$ cat src/rtl/game_ctrl.sv
// Game-state controller: round-robin ghost collision scan, lives tracking and
// the IDLE/PLAY/PAUSE/DYING/OVER/WIN sequencer driving freeze/respawn.
module game_ctrl #(
    parameter int N_GHOSTS    = 4,
    parameter int LIVES       = 3,
    parameter int LW          = 3,
    parameter int HIT_R       = 16,
    parameter int DEATH_TICKS = 60
) (
    input  logic                    clk,
    input  logic                    rst,
    input  logic                    tick,
    input  logic                    start,
    input  logic                    pause_req,
    input  logic                    all_eaten,
    input  logic [9:0]              pac_x,
    input  logic [9:0]              pac_y,
    input  logic [10*N_GHOSTS-1:0]  ghost_x,
    input  logic [9*N_GHOSTS-1:0]   ghost_y,
    output logic [2:0]              state,
    output logic [LW-1:0]           lives,
    output logic                    freeze,
    output logic                    respawn,
    output logic                    over,
    output logic                    win,
    output logic [2:0]              hit_idx
);

    localparam int CW = $clog2(DEATH_TICKS + 1);

    typedef enum logic [2:0] {
        S_IDLE  = 3'd0,
        S_PLAY  = 3'd1,
        S_PAUSE = 3'd2,
        S_DYING = 3'd3,
        S_OVER  = 3'd4,
        S_WIN   = 3'd5
    } state_e;

    state_e          state_q, state_d;
    logic [2:0]      idx_q, idx_d;
    logic            hit_q, hit_d;
    logic [2:0]      hit_id_q, hit_id_d;
    logic [LW-1:0]   lives_q, lives_d;
    logic [CW-1:0]   cnt_q, cnt_d;
    logic            respawn_q, respawn_d;
    logic            freeze_q, freeze_d;
    logic            over_q, over_d;
    logic            win_q, win_d;
    logic [2:0]      hit_idx_q, hit_idx_d;

    logic [9:0]      gx, gy, dx, dy;

    // One ghost per cycle; y is zero-extended so both axes compare at 10 bits.
    always_comb begin
        gx = '0;
        gy = '0;
        for (int unsigned i = 0; i < N_GHOSTS; i++) begin
            if (idx_q == 3'(i)) begin
                gx = ghost_x[10*i +: 10];
                gy = {1'b0, ghost_y[9*i +: 9]};
            end
        end
        dx       = (pac_x >= gx) ? (pac_x - gx) : (gx - pac_x);
        dy       = (pac_y >= gy) ? (pac_y - gy) : (gy - pac_y);
        hit_d    = (dx < 10'(HIT_R)) && (dy < 10'(HIT_R));
        hit_id_d = idx_q;
        idx_d    = (idx_q == 3'(N_GHOSTS - 1)) ? '0 : idx_q + 3'd1;
    end

    always_comb begin
        state_d   = state_q;
        lives_d   = lives_q;
        cnt_d     = cnt_q;
        hit_idx_d = hit_idx_q;
        respawn_d = 1'b0;

        case (state_q)
            S_IDLE: begin
                if (start) begin
                    state_d   = S_PLAY;
                    lives_d   = LW'(LIVES);
                    respawn_d = 1'b1;
                end
            end
            S_PLAY: begin
                if (all_eaten) begin
                    state_d = S_WIN;
                end else if (hit_q) begin
                    state_d   = S_DYING;
                    lives_d   = (lives_q != '0) ? lives_q - LW'(1) : '0;
                    hit_idx_d = hit_id_q;
                    cnt_d     = '0;
                end else if (pause_req) begin
                    state_d = S_PAUSE;
                end
            end
            S_PAUSE: begin
                if (start) begin
                    state_d   = S_PLAY;
                    lives_d   = LW'(LIVES);
                    respawn_d = 1'b1;
                end else if (pause_req) begin
                    state_d = S_PLAY;
                end
            end
            S_DYING: begin
                // Exit on the tick that brings the count to DEATH_TICKS.
                if (tick) begin
                    cnt_d = cnt_q + CW'(1);
                    if (cnt_q == CW'(DEATH_TICKS - 1)) begin
                        if (lives_q == '0) begin
                            state_d = S_OVER;
                        end else begin
                            state_d   = S_PLAY;
                            respawn_d = 1'b1;
                        end
                    end
                end
            end
            S_OVER, S_WIN: begin
                if (start) begin
                    state_d   = S_PLAY;
                    lives_d   = LW'(LIVES);
                    respawn_d = 1'b1;
                end
            end
            default: begin
                state_d = S_IDLE;
            end
        endcase

        freeze_d = (state_d != S_PLAY);
        over_d   = (state_d == S_OVER);
        win_d    = (state_d == S_WIN);
    end

    always_ff @(posedge clk) begin
        if (!rst) begin
            state_q   <= S_IDLE;
            idx_q     <= '0;
            hit_q     <= 1'b0;
            hit_id_q  <= '0;
            lives_q   <= LW'(LIVES);
            cnt_q     <= '0;
            respawn_q <= 1'b0;
            freeze_q  <= 1'b1;
            over_q    <= 1'b0;
            win_q     <= 1'b0;
            hit_idx_q <= '0;
        end else begin
            state_q   <= state_d;
            idx_q     <= idx_d;
            hit_q     <= hit_d;
            hit_id_q  <= hit_id_d;
            lives_q   <= lives_d;
            cnt_q     <= cnt_d;
            respawn_q <= respawn_d;
            freeze_q  <= freeze_d;
            over_q    <= over_d;
            win_q     <= win_d;
            hit_idx_q <= hit_idx_d;
        end
    end

    assign state   = state_q;
    assign lives   = lives_q;
    assign freeze  = freeze_q;
    assign respawn = respawn_q;
    assign over    = over_q;
    assign win     = win_q;
    assign hit_idx = hit_idx_q;

endmodule

$ cat config.mk
export PLATFORM = sky130hd
export DESIGN_NAME = game_ctrl
export DESIGN_NICKNAME = d
export VERILOG_FILES = /design/src/rtl/game_ctrl.sv
export SDC_FILE = /design/constraint.sdc
export NUM_CORES = 1
export LEC_CHECK = 0
export CAP_MARGIN = 0
export CORE_MARGIN = 1
export CORE_UTILIZATION = 43
export CTS_CLUSTER_SIZE = 24
export DETAILED_ROUTE_END_ITERATION = 7
export PLACE_DENSITY_LB_ADDON = 0.1
export SYNTH_ARGS = -nofsm -noshare
export SYNTH_HDL_FRONTEND = slang
export SYNTH_SLANG_ARGS = --single-unit
$ cat constraint.sdc
create_clock -name clk -period 4.5 [get_ports clk]
set_clock_uncertainty 0.05 [all_clocks]
set_input_delay 0.675 -clock clk [delete_from_list [all_inputs] [get_ports clk]]
set_output_delay 0.675 -clock clk [all_outputs]
set_load 0.005 [all_outputs]
==> impl_metrics.tcl <==
# place-and-route summary
set metrics [dict create \
    ant_nets 0 \
    worstSetupPathType "flip-flop to flip-flop" \
    topCellsByArea "ha_1 (17%), dfxtp_1 (15%), a222oi_1 (5.6%)" \
    cap_violations 0 \
    die-area_mm2 0.00826 \
    worst_setup_path_start_kind "flip-flop" \
    top_area_cell "ha_1" \
    seq_power_share_pct 16.1 \
    period_needed_ns 4.17 \
    hold_path_startpoint "hit_id_d[0]$_SDFF_PP0_" \
    buffer_ports.inserted 114 \
    yosys_area_mm2 0.00340 \
    path_max_fanout 14 \
    insertion_delay_ns 0.27 \
    synth_warnings 0 \
    rrSetupSlack_ns 0.33 \
    worst_pin_slew_ns 0.632 \
    seq_cell_power_uw 248 \
    antenna_cells 0 \
    worstReg2RegEnd "hit_q$_SDFF_PN0_" \
    htreeDepth 1 \
    cp-endpoint "hit_q$_SDFF_PN0_" \
    crit_start "hit_id_d[0]$_SDFF_PP0_" \
    comb-power_uw 1100 \
    maxPowerGroup "combinational logic" \
    antenna_found_initial 0 \
    ys_ff 26 \
    switching_power_uw 673 \
    edf_count 0 \
    p_clk_uw 192 \
    gp_congestion 0.973 \
    tns_ns 0 \
    rows 32 \
    drc 0 \
    die_h_um 90.9 \
    syn_area_mm2 0.00340 \
    syn-instance-count 468 \
    hold_buffers 0 \
    setup.worst_path.end_class "flip-flop" \
    pre_cts_slack_ns 0.0128 \
    grt_pass1_wl_mm 17.1 \
    finalHoldViolCount 0 \
    maxSlewViolCount 0 \
    p_leak_uw 0.00217 \
    synth.avg_cell_area_um2 7.26 \
    crit_chain "inv_1 -> ha_2 -> nand2_1 -> buf_4 -> nor2_1 -> nor3_1 -> a21oi_1 -> inv_1 -> ha_1 -> buf_4 -> o21a_1 -> o2111a_1 -> o41a_1 -> or3b_1 -> a21o_1 -> a2111oi_2 -> o2111ai_2 -> a2111oi_2" \
    slew_headroom_pct 57.7 \
    synth_dominant_cell_count "nor2_1" \
    ys_seq_share_pct 15.3 \
    ys_cells 468 \
    grt_max_degree 29 \
    largest_register_ffs 6 \
    setup_viol 0 \
    ys_async_sr_fraction_pct 0 \
    power.density_mw_per_mm2 319 \
    hpwl_mm 8.68 \
    die_w_um 90.9 \
    firstDrtPassIters 5 \
    synth_nets 615 \
    clock-root-buffer "clkbuf_8" \
    grt_remaining_overflow 0 \
    dominantRegCellSynth "dfxtp_1" \
    drt_iter0_drc 253 \
    clkPwrFrac_pct 12.5 \
    drive_gt1_share_pct 7.04 \
    layout.cells.most_common_list "clkdlybuf4s50_1 (114), nor2_1 (50), inv_1 (46)" \
    cp.required_ns 4.62 \
    fmax_mhz 240 \
    layout_top_cell "clkdlybuf4s50_1" \
    num-nets-final 730 \
    first_global_vias 3732 \
    holdPathEnd "hit_id_d[0]$_SDFF_PP0_" \
    yosysUniqueCellTypes 57 \
    cts.sinks 26 \
    status "finished, final reports clean" \
    routed_wl_mm 10.4 \
    post-cts-setup-buffers 0 \
    min_path_type "flip-flop to flip-flop" \
    internal-power_uw 865 \
    top_register "cnt_q" \
    cts_tree "yes" \
    log.warning_count 49 \
    reg2reg_depth 18 \
    pwr-share-comb_pct 71.4 \
    holdPathStages 1 \
    p_sw_share_pct 43.8 \
    clock_path_buffers 2 \
    top_cells_by_count "nor2_1 (50), inv_1 (46), ha_1 (45), a21oi_1 (35), nor3_1 (27)" \
]
-- metal layers --
metal | global-route usage (%) | part of all wire [%]
met1 | 31.2 | 44
met2 | 45.8 | 48
met3 | 2.44 | 6.2
met4 | 5.95 | 1.4
met5 | 0 | 0
-- stage by stage --
stage	power, µW	area, µm²	std cells	hold WS, ns	util, %
global route	1660	4820	684	0.453	62.7
detailed placement	1320	4720	680	0.421	61.4
global placement	1320	4720	680	0.405	61.4
floorplan	990	3400	468	0.390	-
CTS	1520	4800	684	0.444	62.4
finish	1540	4820	684	0.438	62.7
-- what timing repair did --
action	4_1_cts	5_1_grt
endpoints found under the hold margin	0	0
gates resized	1	5
pin swaps	0	1
setup endpoints to repair	1	1
-- critical path: cells and delay by family, from the launching register on --
kind	cells	cell delay, ns
DFF	1	0.36
buffers and inverters	4	0.56
and+or+nand+nor	4	0.73
adders and majority gates	2	0.70
AOI/OAI and AO/OA	8	1.66
-- cell type report --
class	instances	area, µm²
Fill cell	719	2870
Sequential cell	26	522
Clock buffer	3	41.3
Timing Repair Buffer	134	1290
Tap cell	102	128
Clock inverter	1	30.0
Inverter	46	173
Multi-Input combinational cell	372	2640
-- kinds of logic (layout without fill, tap and decap cells) --
| logic type | count (synthesis) | in the layout | synth area share [%] |
|---|---|---|---|
| and+or+nand+nor | 166 | 166 | 24.5 |
| AOI/OAI and AO/OA | 143 | 143 | 30.8 |
| buffers and inverters | 70 | 184 | 7.92 |
| adders and majority gates | 45 | 45 | 16.6 |
| DFF | 26 | 26 | 15.3 |
| xor gates and xnor gates | 12 | 12 | 3.10 |
| muxes | 6 | 6 | 1.77 |
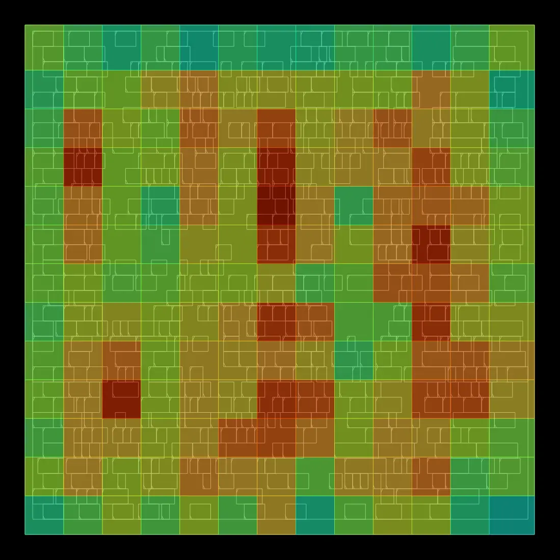
final_congestion.png
M1 GR Usage: 31.2%
final core utilization: 62.7%
GRT Total Usage: 25.0%

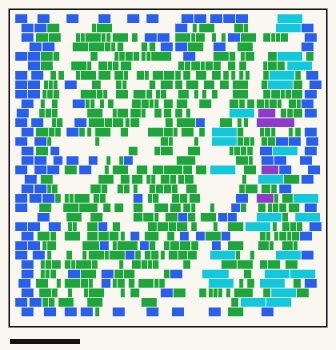
cell_classes.png
The bar under the picture is 20 µm long.
- flip-flops: cyan (cells 26; share of their area 11%)
- other buffers and delay cells: blue (cells 134; share of their area 28%)
- all other logic: green (cells 418; share of their area 60%)
- clock drivers and dummy loads: purple (cells 4; share of their area 1.5%)

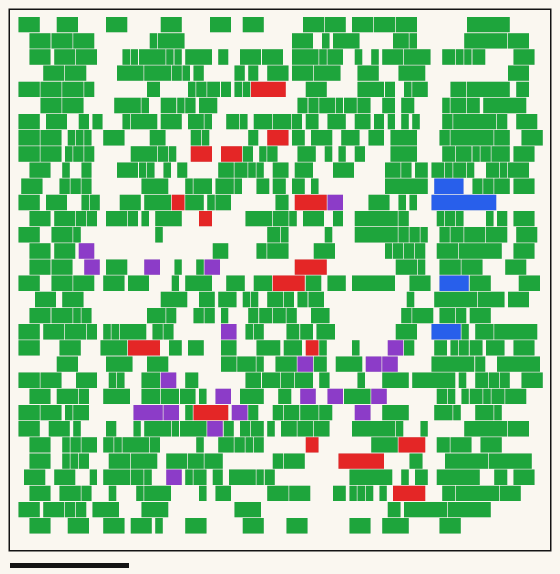
drive_strength.png
The bar under the picture is 20 µm long.
- drive 2: red (cells 16; share 2.7%)
- drive 6 and up: blue (cells 4; share 0.69%)
- drive 3 to 4: purple (cells 21; share 3.6%)
- drive 1 or less: green (cells 541; share 93%)
Buffers excl. clock: 134
P&R area growth vs syn: 42.0%
Worst Slack Setup Final: 0.326 ns

Power and IR drop assume default switching activity.
